Figure 1. Clock nets (run 1).
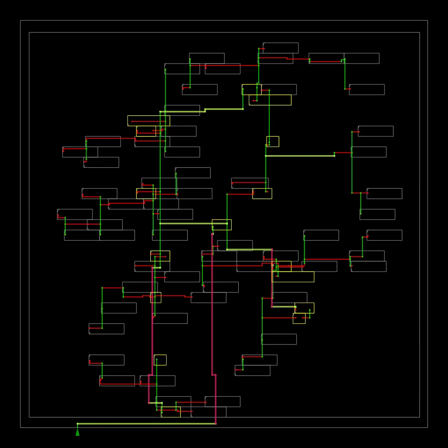
Figure 2. A small window of the routed layout (run 1).
Region (65, 12) to (95, 42) µm. Cells in gray, sequential cells in the stronger gray; small squares are vias.
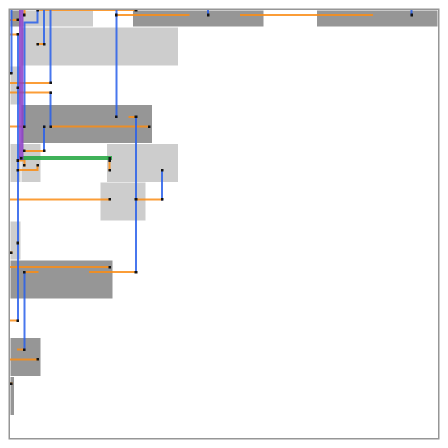
Figure 3. Drive-strength map (run 1).
Scale bar: 20 µm.
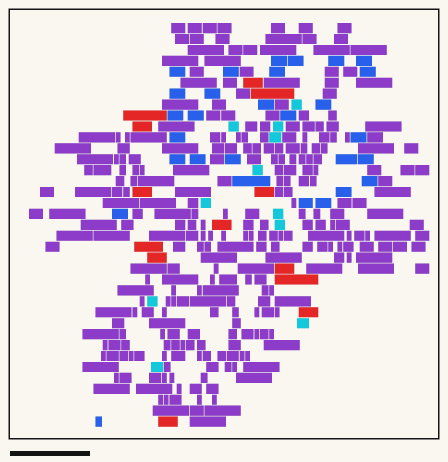
Design rgb_channel_ctrl, sky130hd; sources not shown.
==> impl_metrics.toml, run 1 <==
# flow metrics
[global_route]
grt.total_usage = 0.127

[route]
drc = 0
routed_via_density = 4.92
route.final.wire_length_um = 6540

[finish]
logic_area_um2 = 1570

[logic_synthesis]
yosysChipArea_um2 = 3150
synth-main-ff-cell = "dfrtp_1"
ys.flops = 61
synthesis.nets = 301
postSynthSeqShare = 0.484

[setup_path]
required_ns = 2.12
end_kind = "output port"
cp.depth = 1
critPathArrivalTime_ns = 1.74

[outcome]
outcome = "finished, final reports clean"

[floorplanning]
chipArea_um2 = 11300
core-area_um2 = 10300
rows = 37

[power]
power_mw = 1.74

[sta]
setup_viol = 0
maxSlewHeadroom = 0.525

[placement]
place_inst = 461
About Figure 1:
Sink Count: 61
Num CTS Buffers: 9
clock buffers: 9
latest clock arrival within the worst-skew pair: 0.34 ns
Clock net power: 0.872 mW

About Figure 2:
M3: shown in green. M4: shown in purple. M2: shown in blue. M1: shown in orange.
8 logic cells have their middle in the window. Sequential cells in the window: 2. Most frequent: nor2_1 (3), dfrtp_1 (2).

About Figure 3:
x1 and smaller: shown in purple, cells 288, share 84%, most used dfrtp_1. x2: shown in blue, cells 29, share 8.5%, most used mux2_2. x3 and x4: shown in cyan, cells 11, share 3.2%, most used buf_4. x6 and larger: shown in red, cells 13, share 3.8%, most used clkbuf_8.
Area Growth Syn to Fin: 23.9%
post-route cell area: 3900 µm²

==> run 1: placed cells by master (no fill, tap or decap), types with 4 or more instances in the layout <==
cell and count:
nor2b_1 5, dfrtp_1 60, nand2_1 23, clkbuf_8 9
and3_1 6, clkdlybuf4s50_1 30, nand4_1 6, nor2_1 32
nor3b_1 4, o31ai_1 7, xor2_1 12, nand3_1 12
o21ai_0 6, mux2_2 25, buf_4 7, nor3_1 9
mux2i_1 22, xnor2_1 12
==> run 1: stage by stage <==
stage	util	setup WS [ns]	instance area, µm²
finish	0.380	0.384	3900
floorplan	-	0.508	3150
global placement	0.356	0.322	3650
global route	0.380	0.138	3900
detailed placement	0.356	0.240	3650
CTS	0.380	0.213	3900
==> run 1: repair_timing <==
action / 4_1_cts / 5_1_grt
hold endpoints to repair: 0 / 0
hold buffers: 0 / 0
resized: 0 / 1
setup buffers: 0 / 0
endpoints found under the setup margin: 0 / 2
==> run 1: logic make-up (layout without fill, tap and decap cells) <==
group                      Yosys count  in the layout  share of synthesized area
AOI/OAI and AO/OA                   32             32                     0.0742
xor gates and xnor gates            24             24                     0.0667
adders and majority gates            2              2                    0.00794
buffers and inverters               10             57                     0.0167
DFF                                 61             61                      0.484
muxes                               48             48                      0.163
and+or+nand+nor                    117            117                      0.187
==> run 1: where the power goes <==
part | switching, mW | total, mW | internal, mW
Combinational | 0.0326 | 0.0528 | 0.0202
Sequential | 0.00683 | 0.810 | 0.803
Clock | 0.335 | 0.872 | 0.537
==> run 1: Yosys cell counts, drive strengths merged (4+ instances only) <==
library cell   n
xnor2         12
nor3           9
xor2          12
mux2i         22
nor3b          4
nor2b          5
nand3         12
o31ai          7
nor2          32
and3           6
o21ai          6
dfrtp         61
nand4          6
mux2          26
buf            7
nand2         23
==> run 1: layout make-up <==
class                      instances  share of cell area
clock buffer                       9              0.0317
multi-input combinational        223               0.403
sequential                        61               0.391
timing repair buffer              39              0.0968
clock inverter                     7              0.0317
tap                              136              0.0436
inverter                           2             0.00192
==> run 1: routing by layer <==
metal | global-route usage | share of wire | up-vias | wire length, µm
met5 | 0 | 0 | - | 0
met4 | 0.0686 | 0.015 | 0 | 101
met3 | 0.0307 | 0.037 | 7 | 245
met2 | 0.190 | 0.47 | 48 | 3090
met1 | 0.170 | 0.47 | 1143 | 3100
li1 | - | - | 1147 | -
==> run 2, diff against run 1 <==
--- a/config.mk
+++ b/config.mk
@@ -5,7 +5,6 @@
 export SDC_FILE = /design/constraint.sdc
 export NUM_CORES = 1
 export LEC_CHECK = 0
-export CAP_MARGIN = 25
 export CORE_MARGIN = 2
 export CORE_UTILIZATION = 30
 export CTS_CLUSTER_SIZE = 40
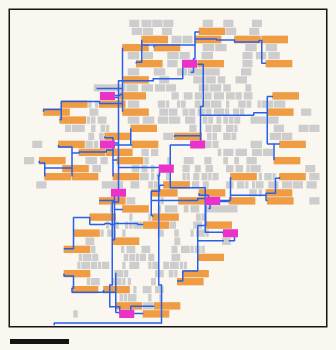
Figure 4: run 2, clock distribution.
Scale bar: 20 µm.
clock wires: shown in blue, length 871 µm. clock-net drivers: shown in magenta, count 9. flip-flops: shown in orange, count 61.
Position of the flops: all over the die.
clock power share: 0.503

==> run 2 against run 1 <==
Non-clock buffer count stayed put. Register-to-register slack hardly changed. Largest power group unchanged. Sequential cell count did not move. Critical path type unchanged. Cell count unchanged.
==> impl_metrics.toml, run 2 <==
# flow metrics
[finish]
logic_area_um2 = 1570
layout.cells.most_common = "dfrtp_1"
synthToLayoutAreaGrowth_pct = 23.9
final_cell_mix = "dfrtp_1 (60), nor2_1 (32), clkdlybuf4s50_1 (30)"

[route]
drc = 0
routed_via_density = 4.92
route.final.wire_length_um = 6540

[floorplanning]
core-area_um2 = 10300
chipArea_um2 = 11300
rows = 37

[outcome]
outcome = "finished, final reports clean"

[power]
power.share.combinational = 0.030
pwr-share-seq = 0.467
p_int_mw = 1.36
p_switching_mw = 0.374
swShare = 0.216

[clock_tree]
clk_latency_ns = 0.34
hold_buffers = 0
cts_buffers = 9
cts.sinks = 61

[logic_synthesis]
synthesis.nets = 301
synth-main-ff-cell = "dfrtp_1"
top_cells_by_count = "dfrtp_1 (61), nor2_1 (32), mux2_2 (25), nand2_1 (23), mux2i_1 (22)"
yosysChipArea_um2 = 3150
ys.flops = 61

[setup_path]
required_ns = 2.12
end_kind = "output port"
cp.depth = 1

[sta]
setup_slack_ns = 0.384
setup_viol = 0
maxSlewHeadroom = 0.525

[global_route]
use_met2 = 0.190
grt_overflow_total = 0
grt.total_usage = 0.127

[placement]
gp_routability_congestion = 0.883
[run 2: cell counts after synthesis]
No cell type changed its count.
[run 2: cell type report]
cell class	instances	area share
inverters	2	0.00192
well taps	136	0.0436
multi-input cells	223	0.403
flip-flops and latches	61	0.391
clock buffers	9	0.0317
repair buffers	39	0.0968
clock inverters	7	0.0317
[run 2: logic make-up after synthesis]
family                   share of synthesized area
buffers and inverters                       0.0167
multiplexers                                 0.163
AND/OR/NAND/NOR                              0.187
adder cells (fa/ha/maj)                    0.00794
XOR/XNOR                                    0.0667
AND-OR/OR-AND                               0.0742
flip-flops                                   0.484
[run 2: power by group through the flow]
stage	Combinational, mW	Clock, mW	Sequential, mW
2_1_floorplan	0.0253	0	0.824
3_3_place_gp	0.0537	0	0.825
3_5_place_dp	0.0543	0	0.826
4_1_cts	0.0546	0.899	0.810
5_1_grt	0.0617	0.935	0.811
6_report	0.0528	0.872	0.810
[run 2: repair_timing]
action / 4_1_cts / 5_1_grt
setup endpoints to repair: 0 / 2
resized: 0 / 1
buffers inserted: 0 / 0
[run 2: layer usage]
metal | routed length [µm] | vias up
li1 | - | 1147
met3 | 245 | 7
met4 | 101 | 0
met2 | 3090 | 48
met1 | 3100 | 1143
met5 | 0 | -
[run 2: through the flow]
step                       util  power [mW]  std cells  area, µm²  hold WS (ns)
after floorplan               -       0.850        294       3150         0.131
after global placement    0.356       0.879        461       3650         0.132
after detailed placement  0.356       0.880        461       3650         0.135
after CTS                 0.380        1.76        477       3900         0.152
after global routing      0.380        1.81        477       3900         0.163
final                     0.380        1.74        477       3900         0.150
Power is estimated from default activity; no workload was simulated.
